===== config.mk =====
export PLATFORM = sky130hd
export DESIGN_NAME = vend_dispense_ctrl
export DESIGN_NICKNAME = d
export VERILOG_FILES = /design/src/rtl/vend_dispense_ctrl.sv
export SDC_FILE = /design/constraint.sdc
export NUM_CORES = 1
export LEC_CHECK = 0
export CAP_MARGIN = 5
export CELL_PAD_IN_SITES_DETAIL_PLACEMENT = 0
export CELL_PAD_IN_SITES_GLOBAL_PLACEMENT = 1
export CORE_UTILIZATION = 35
export DETAILED_ROUTE_END_ITERATION = 8
export MAX_ROUTING_LAYER = met4
export PLACE_DENSITY = 0.72
export SETUP_SLACK_MARGIN = 0.3
export SYNTH_ARGS = -nofsm -noshare
export SYNTH_HDL_FRONTEND = slang
export SYNTH_SLANG_ARGS = --single-unit

===== constraint.sdc =====
create_clock -name clk -period 2.6 [get_ports clk]
set_input_delay 0.52 -clock clk [delete_from_list [all_inputs] [get_ports clk]]
set_output_delay 0.52 -clock clk [all_outputs]
set_load 0.01 [all_outputs]

===== src/rtl/vend_dispense_ctrl.sv =====
// Vend/change dispense controller: queues {prod, coins} requests and drives motor/hopper pulses, each confirmed by a sensor.
// Latency: request to motor/hopper high is 2 cycles; a capture while the queue is full is dropped and sets sticky overflow.
module vend_dispense_ctrl #(
  parameter int PULSE_W = 4,
  parameter int TIMEOUT = 64,
  parameter int DEPTH   = 4
) (
  input  logic       clk,
  input  logic       rst,
  input  logic       out,
  input  logic [1:0] change,
  input  logic       drop_sense,
  input  logic       coin_sense,
  output logic       motor,
  output logic       hopper,
  output logic       busy,
  output logic       full,
  output logic       overflow,
  output logic       fault
);

  localparam int PTR_W = (DEPTH > 1) ? $clog2(DEPTH) : 1;
  localparam int CNT_W = $clog2(DEPTH + 1);
  localparam int TMAX  = (TIMEOUT > PULSE_W) ? TIMEOUT : PULSE_W;
  localparam int TMR_W = $clog2(TMAX + 1);

  localparam logic [2:0] S_IDLE      = 3'd0;
  localparam logic [2:0] S_MOTOR     = 3'd1;
  localparam logic [2:0] S_WAIT_DROP = 3'd2;
  localparam logic [2:0] S_COIN      = 3'd3;
  localparam logic [2:0] S_WAIT_COIN = 3'd4;
  localparam logic [2:0] S_FAULT     = 3'd5;

  typedef struct packed {
    logic       prod;
    logic [1:0] coins;
  } entry_t;

  logic [2:0]       state_q, state_d;
  logic [TMR_W-1:0] tmr_q, tmr_d;
  logic [1:0]       coins_q, coins_d;
  logic [2:0]       req_prev_q, req_prev_d;
  entry_t           mem_q [DEPTH];
  entry_t           mem_d [DEPTH];
  logic [PTR_W-1:0] wr_ptr_q, wr_ptr_d;
  logic [PTR_W-1:0] rd_ptr_q, rd_ptr_d;
  logic [CNT_W-1:0] count_q, count_d;
  logic             overflow_q, overflow_d;

  logic [2:0] req;
  logic       capture;
  logic       pop;
  logic       push;
  entry_t     head;

  always_comb begin
    req     = {out, change};
    // A held level counts once; the FAULT state freezes the queue entirely.
    capture = (req != 3'b000) && (req != req_prev_q) && (state_q != S_FAULT);
    full    = (count_q == CNT_W'(DEPTH));
    pop     = (state_q == S_IDLE) && (count_q != '0);
    push    = capture && (!full || pop);
    head    = mem_q[rd_ptr_q];

    req_prev_d = req;
    mem_d      = mem_q;
    wr_ptr_d   = wr_ptr_q;
    rd_ptr_d   = rd_ptr_q;
    count_d    = count_q;
    overflow_d = overflow_q | (capture && full && !pop);

    if (push) begin
      mem_d[wr_ptr_q] = entry_t'(req);
      wr_ptr_d        = wr_ptr_q + 1'b1;
    end
    if (pop) begin
      rd_ptr_d = rd_ptr_q + 1'b1;
    end
    case ({push, pop})
      2'b10:   count_d = count_q + 1'b1;
      2'b01:   count_d = count_q - 1'b1;
      default: count_d = count_q;
    endcase

    state_d = state_q;
    tmr_d   = tmr_q;
    coins_d = coins_q;
    case (state_q)
      S_IDLE: begin
        if (pop) begin
          coins_d = head.coins;
          tmr_d   = '0;
          if (head.prod)             state_d = S_MOTOR;
          else if (head.coins != '0) state_d = S_COIN;
        end
      end
      S_MOTOR: begin
        if (tmr_q == TMR_W'(PULSE_W - 1)) begin
          state_d = S_WAIT_DROP;
          tmr_d   = '0;
        end else begin
          tmr_d = tmr_q + 1'b1;
        end
      end
      S_WAIT_DROP: begin
        if (drop_sense) begin
          state_d = (coins_q != '0) ? S_COIN : S_IDLE;
          tmr_d   = '0;
        end else if (tmr_q == TMR_W'(TIMEOUT - 1)) begin
          state_d = S_FAULT;
        end else begin
          tmr_d = tmr_q + 1'b1;
        end
      end
      S_COIN: begin
        if (tmr_q == TMR_W'(PULSE_W - 1)) begin
          state_d = S_WAIT_COIN;
          tmr_d   = '0;
        end else begin
          tmr_d = tmr_q + 1'b1;
        end
      end
      S_WAIT_COIN: begin
        if (coin_sense) begin
          coins_d = coins_q - 1'b1;
          state_d = (coins_q != 2'd1) ? S_COIN : S_IDLE;
          tmr_d   = '0;
        end else if (tmr_q == TMR_W'(TIMEOUT - 1)) begin
          state_d = S_FAULT;
        end else begin
          tmr_d = tmr_q + 1'b1;
        end
      end
      S_FAULT: state_d = S_FAULT;
      default: state_d = S_IDLE;
    endcase
  end

  always_ff @(posedge clk) begin
    if (!rst) begin
      state_q    <= S_IDLE;
      tmr_q      <= '0;
      coins_q    <= '0;
      req_prev_q <= '0;
      mem_q      <= '{default: '0};
      wr_ptr_q   <= '0;
      rd_ptr_q   <= '0;
      count_q    <= '0;
      overflow_q <= 1'b0;
    end else begin
      state_q    <= state_d;
      tmr_q      <= tmr_d;
      coins_q    <= coins_d;
      req_prev_q <= req_prev_d;
      mem_q      <= mem_d;
      wr_ptr_q   <= wr_ptr_d;
      rd_ptr_q   <= rd_ptr_d;
      count_q    <= count_d;
      overflow_q <= overflow_d;
    end
  end

  assign motor    = (state_q == S_MOTOR);
  assign hopper   = (state_q == S_COIN);
  assign fault    = (state_q == S_FAULT);
  assign busy     = (state_q != S_IDLE) || (count_q != '0);
  assign overflow = overflow_q;

endmodule


**Run 1: I/O nets highlighted**

Drawn at 4 px/um.
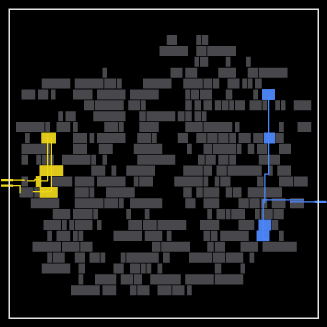
[drop_sense] blue | direction: input | edge: right | end cells: 4 | buffers: 1 | wire: 56.3 um
[change] yellow | direction: input | edge: left | end cells: 5 | buffers: 2 | wire: 41.9 um

**Run 1: routing congestion**

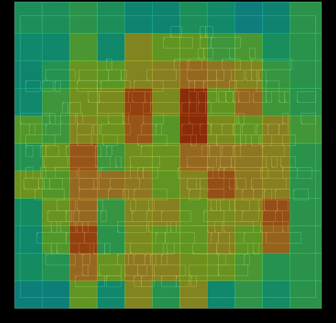
GRT Max-Usage Layer: met2
utilization after layout: 0.4486
met3 Use GR: 0.04405
wire per inst: 13.39 um

==> run notes, run 1 <==
flow finished, numbers: chip footprint 0.005909 sq mm, most used flip-flop cell after synthesis dfxtp_1, Non-clk bufs 25, register share after synthesis 0.3571, fp_density 0.3746, Crit path top cell by count inv_1, Worst path slowest cell or3_1, share of cells above drive strength 1 0.1918, Cell area leaders dfxtp_1 (36%), mux2i_1 (6.6%), nand2_1 (6.5%), first-pass GRT wire length 7072 um, Vias 1584, hold slack 0.4554 ns, Via density 5.029, Switching Fraction 0.3651, crit path kind in2reg, DRC violations left 0, most numerous cell in the Yosys netlist dfxtp_1, status complete, no violations, mux share 0.1027, clock buffer count 8, # clock sinks 35, RSZ-0062 raised after global routing true, post-cts sizing count 9, # diodes 0, xor/xnor share 0.04018, Top reg by flops mem_q, Post-Synthesis Cells 220, flip-flop and latch count 35, yosys warns 0, max reg flops 12, met2 WL 1950 um, largest registers mem_q x12, tmr_q x7, max frequency 450.9 MHz, Chip Area, Yosys 0.001962 sq mm, post-synthesis instance area 0.001962 sq mm, M1 WL 2060 um, Cell Area, Placed 0.002173 sq mm, Post-Syn Nets 236, Slew Limit Fails 0
**Run 1: placement density heat map**

Drawn at 4 px/um. 8 x 8 tiles, from dark blue (low) to red (high), 0 to 100% covered.
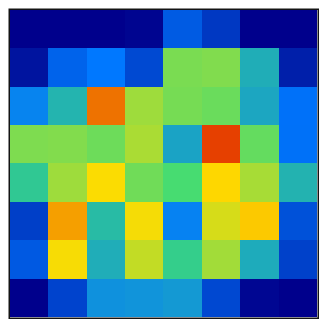
mean over tiles: 38%
fullest tile: 93%
nearly empty tiles: 14%
tiles over 75% full: 7.8%

**Run 1: clock network drawn from the DEF**

Drawn at 4 px/um.
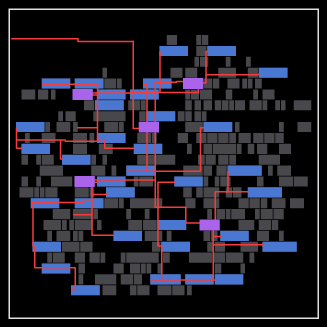
[clock-net drivers] purple | count: 5
[clock wires] red | length: 510 um
[flip-flops] blue | count: 35
flops lie: widely spread

==> run 2: changes to the inputs <==
Settings changed: CORE_UTILIZATION 35 to 45, PLACE_DENSITY 0.72 to 0.87.
==> run 2 against run 1 <==
Compared with the run above:
- sequential power is essentially flat
- worst hold slack gained 0.0059 ns
- routed wire length shrank 4.6%
- critical endpoint unchanged
- clock power grew 17%
- clock skew shrank 0.0034 ns
==> run notes, run 2 <==
flow finished, numbers: Mapped Avg Cell Area 8.918 sq um (unchanged), Worst setup SP type flop (was input port), Port-buffer cells 12 (unchanged), most numerous cell in the Yosys netlist dfxtp_1 (unchanged), most used flip-flop cell after synthesis dfxtp_1 (unchanged), vias in the first global route 1546 (was 1473), M1 WL 1947 um (was 2060 um), utilization after layout 0.5649 (was 0.4486), largest registers mem_q x12, tmr_q x7 (unchanged), Hold Startpoint mem_q[8] (was mem_q[1]), setup ws final 0.3791 ns (was 0.3823 ns), first-pass GRT wire length 7044 um (was 7072 um), hold slack 0.4613 ns (was 0.4554 ns), adder-cell share of the synthesized area 0.06122 (unchanged), post-synthesis instance area 0.001962 sq mm (unchanged), Chip Area, Yosys 0.001962 sq mm (unchanged), die height 68.03 um (was 76.87 um), clock buffer count 6 (was 8), Switching Fraction 0.3530 (was 0.3651), met3 Use GR 0.04000 (was 0.04405), # clock sinks 35 (unchanged), yosys warns 0 (unchanged), cell family with most CP delay simple AND/OR/NAND/NOR gates (unchanged), final setup vio count 0 (unchanged), mux share 0.1027 (unchanged), fp_density 0.4801 (was 0.3746), Layout Cells excl Fill 293 (was 315), share of cells above drive strength 1 0.1770 (was 0.1918), period utilization 0.8542 (was 0.8530), Post-synth EDFFs 0 (unchanged), chip footprint 0.004628 sq mm (was 0.005909 sq mm), xor/xnor share 0.04018 (unchanged), post-cts sizing count 6 (was 9), GRT Max-Usage Layer met2 (unchanged), WP data arrival 2.42 ns (was 2.44 ns), Post-Synthesis Cells 220 (unchanged), Crit path top cell by count inv_1 (unchanged), DRC violations left 0 (unchanged), Synth logic family simple AND/OR/NAND/NOR gates (unchanged), Worst path slowest cell dfxtp_4 (was or3_1), Synth area leader dfxtp_1 (unchanged), max frequency 450.3 MHz (was 450.9 MHz), htree depth 2 (unchanged), max reg flops 12 (unchanged), Non-clk bufs 23 (was 25), Distinct cells, synth 53 (unchanged), Via density 5.454 (was 5.029), Vias 1598 (was 1584), Cell area leaders dfxtp_1 (36%), mux2i_1 (6.6%), nand2_1 (6.5%) (unchanged), Cell Area, Placed 0.002148 sq mm (was 0.002173 sq mm), RSZ-0062 raised after global routing false (was true), Post-Syn Nets 236 (unchanged), wire per inst 13.74 um (was 13.39 um), Top reg by flops mem_q (unchanged), flip-flop and latch count 35 (unchanged), Slew Limit Fails 0 (unchanged), met2 WL 1858 um (was 1950 um), register share after synthesis 0.3571 (unchanged), crit path kind reg2reg (was in2reg), FFs w/ async S/R, synth 0 (unchanged), # diodes 0 (unchanged), status complete, no violations (unchanged)
**Run 2: I/O nets highlighted**

Drawn at 4 px/um.
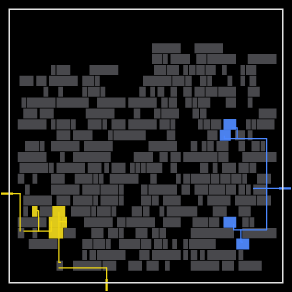
[change] yellow | direction: input | edge: 1 bottom, 1 left | end cells: 5 | buffers: 2 | wire: 57.0 um
[drop_sense] blue | direction: input | edge: right | end cells: 4 | buffers: 1 | wire: 57.9 um

Power and IR drop assume default switching activity.
